==> config.mk <==
export PLATFORM = sky130hd
export DESIGN_NAME = rv32_mc_control
export DESIGN_NICKNAME = d
export VERILOG_FILES = /design/src/rtl/rv32_mc_control.sv
export SDC_FILE = /design/constraint.sdc
export NUM_CORES = 1
export LEC_CHECK = 0
export ABC_CLOCK_PERIOD_IN_PS = 2000
export CORE_MARGIN = 1
export CORE_UTILIZATION = 40
export DETAILED_ROUTE_END_ITERATION = 7
export PLACE_DENSITY_LB_ADDON = 0.25
export REMOVE_ABC_BUFFERS = 1
export SLEW_MARGIN = 30
export SYNTH_ARGS = -nofsm -noshare
export SYNTH_HDL_FRONTEND = slang
export SYNTH_SLANG_ARGS = --single-unit
export TNS_END_PERCENT = 100
==> constraint.sdc <==
create_clock -name clk_i -period 2 [get_ports clk_i]
set_input_delay 0.3 -clock clk_i [delete_from_list [all_inputs] [get_ports clk_i]]
set_output_delay 0.3 -clock clk_i [all_outputs]
set_load 0.01 [all_outputs]
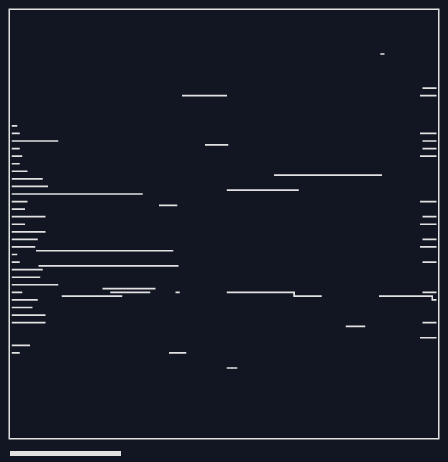
Fig. 1. Metal 3.
Scale bar: 20 um.
- nets with wire on the layer: 56
- main direction: horizontal
via count: 2228
final wirelength: 5790 um

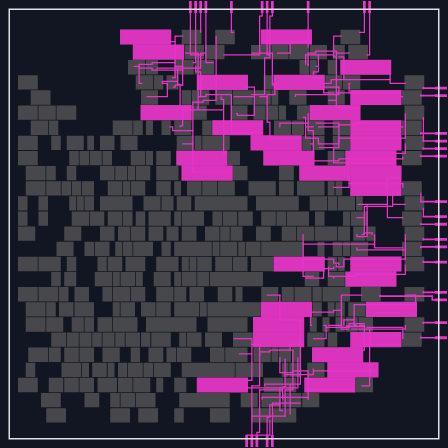
Fig. 2. Nets reached from selected ports.
- magenta: retire_cnt_o (bits 32; direction output; edge 16 right, 11 top, 5 bottom; end cells 32; wire 1050 um)
PortBufs: 70
IO Pins: 71

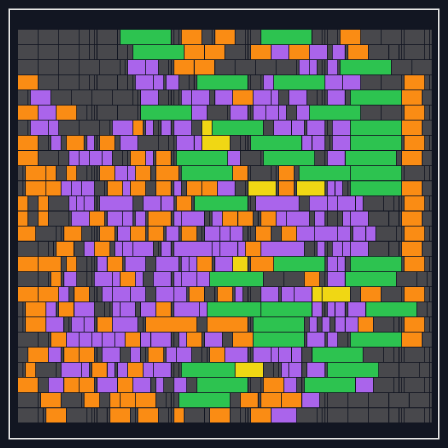
Fig. 3. Placement by cell class.
Fill, decap, tap and diode cells in gray.
- yellow: clock drivers and dummy loads (cells 8)
- purple: combinational and other logic (cells 197)
- green: flops (cells 37)
- orange: other buffers and delay cells (cells 127)
final instance area: 0.00355 mm^2
Core Util, Final: 0.674
Core Area: 0.00527 mm^2
Seq area share: 0.262

==> impl_metrics.ini <==
; implementation run metrics
[synthesis]
yosysWarnings = 0
ys.flop_type = dfrtp_1
largest_area_cell = dfrtp_1
ys.flops = 37
common_cells = dfrtp_1 (37), xnor2_1 (23), nand2_1 (20)
synthArstFlopShare = 1.00
syn_inst = 244
avgSynthCellArea_um2 = 9.20
top_cell = dfrtp_1
synth-area-yosys_mm2 = 0.00225
syn_area_mm2 = 0.00225
edf_count = 0
yosysTopAreaCellShare = 0.412
ys_cells = 244
synth_cell_type_count = 53
yosysSeqAreaShare = 0.412
yosys-top-cells-area = dfrtp_1 (41%), xnor2_1 (9.0%), xor2_1 (5.1%)

[run_status]
status = complete, no violations

[global_routing]
grt_util_all_layers = 0.209
grt_pass1_wl_um = 9950
grt-ovfl-total = 0
grt_max_degree = 38
antenna_found_initial = 0
grt_pass1_vias = 2124

[sta]
fin_crit_sh = 0.970
skew_ps = 3.71
period_needed_ps = 1940
fmax_ghz = 0.516
fin_ws_ps = 60.5
setup_tns_ps = 0
tightestPinTransition_ps = 449
slew-limit-headroom = 0.700
finalSetupViolCount = 0
hold_ws_ps = 469
drv_slew = 0
final_hold_viol_count = 0
grt_setup_unrepaired = true

[routing]
routed_via_density = 5.08
drt-pass1-iter-count = 4
wl_per_cell_um = 13.2
drt-initial-drc-count = 101
drc_errors = 0
ant_nets = 0

[pwr]
clockPowerShare = 0.144
pg_seq_uw = 975
p_int_uw = 2150
p_switching_uw = 1320
power.leakage_uw = 0.00163
ir_worst_vdd_mv = 0.642
pg_clk_uw = 500
pwr-share-comb = 0.575
power_frac_seq = 0.281
swShare = 0.380
power_leader = combinational logic
total_power_uw = 3470
power.density_mw_per_mm2 = 978
pg_comb_uw = 2000

[clock_network]
cts_buffer_depth = 2
ctsHoldBuffers = 0
cts_resized = 49
clk_pin_slew_ps = 70
htreeDepth = 2
cts_setup_buffers = 5
cts_num_sinks = 37
tritoncts = yes
clk_latency_ps = 290
cts-root-buf = clkbuf_8
cts_inserted_buffers = 5

[critical_path]
critPathLaunchType = register
r2r_cells = 7
crit_required_ps = 1700
path_class = reg -> out
crit_path_cell_trace = buf_6, buf_6, nor2_4, nand2_2, a21oi_2, a31oi_1, nor3_1, buf_2
cp_common_cell = buf_6
crit_path_top_delay_cell = dfrtp_2
cp_max_fo = 5
end_kind = output pin
reg2reg_slack_ps = 100
cp.arrival_ps = 1640
slowest_delay_ps = 450

[placed_design]
place_inst = 422
dpl_worst_slack_ps = -396
dpl_cell_area_mm2 = 0.00334
gp_congestion = 0.890
dp_hpwl_um = 4190

[die]
die_w_um = 76.9
fp_util = 0.426
chipArea_mm2 = 0.00592
rows = 26
fp.dieH_um = 76.9

[layout]
antenna_cells = 0
areaGrowthSynthToFinish_pct = 58.1
largest_reg_flops = 32
fill_cells = 421
drive_gt1_frac = 0.295
nNetsFinal = 385
finalNonFillerCells = 439

[hold_path]
min_path_cells = 1
hp-class = reg -> reg

[job]
cap_violations = 0
warnings = 27
## per-layer routing
layer | global-route usage | routed length, um | up-vias | share of wire
met4 | 0.0635 | 77 | 0 | 0.013
met5 | 0 | 0 | - | 0
met3 | 0.0464 | 318 | 8 | 0.055
met2 | 0.325 | 2720 | 70 | 0.47
met1 | 0.290 | 2670 | 1044 | 0.46
li1 | - | - | 1106 | -
## layout by cell type (no fill, tap or decap), types with 3 or more instances in the layout
cell	netlist	layout
nand2_2	1	3
clkdlybuf4s50_1	0	52
buf_6	1	3
o21ai_1	0	3
and3_1	5	4
and4_1	3	3
mux2i_1	3	3
buf_2	4	6
nand2_1	20	18
nor2b_2	0	3
nand2b_1	3	3
clkbuf_2	0	6
nor3_1	17	16
nand3_1	15	15
and2_1	3	3
o21ai_0	9	6
dfrtp_2	0	4
xor2_1	13	13
a21oi_1	7	5
clkbuf_8	0	5
inv_1	9	9
nand4_1	8	8
dfrtp_1	37	33
xnor2_1	23	22
buf_4	0	52
dlygate4sd2_1	0	5
a21oi_2	1	3
nor2_1	16	13
## cell type report
type / count / area [um^2] / area share
multi-input cells: 188 / 1310 / 0.368
repair buffers: 127 / 1100 / 0.311
flip-flops and latches: 37 / 931 / 0.262
well taps: 70 / 87.6 / 0.0247
clock buffers: 5 / 68.8 / 0.0194
inverters: 9 / 33.8 / 0.00951
clock inverters: 3 / 17.5 / 0.00493
## logic make-up after synthesis
family | share of synthesized area
AOI/OAI and AO/OA | 0.0975
buffers and inverters | 0.0373
muxes | 0.0184
and+or+nand+nor | 0.289
DFF | 0.412
xor gates and xnor gates | 0.140
adders and majority gates | 0.00557
## worst max-delay path: cells and delay by family (launching register included)
family,cells,cell delay (ps)
AND-OR/OR-AND,2,190
buffers and inverters,3,410
flip-flops,1,450
AND/OR/NAND/NOR,3,300
Power and IR drop assume default switching activity.
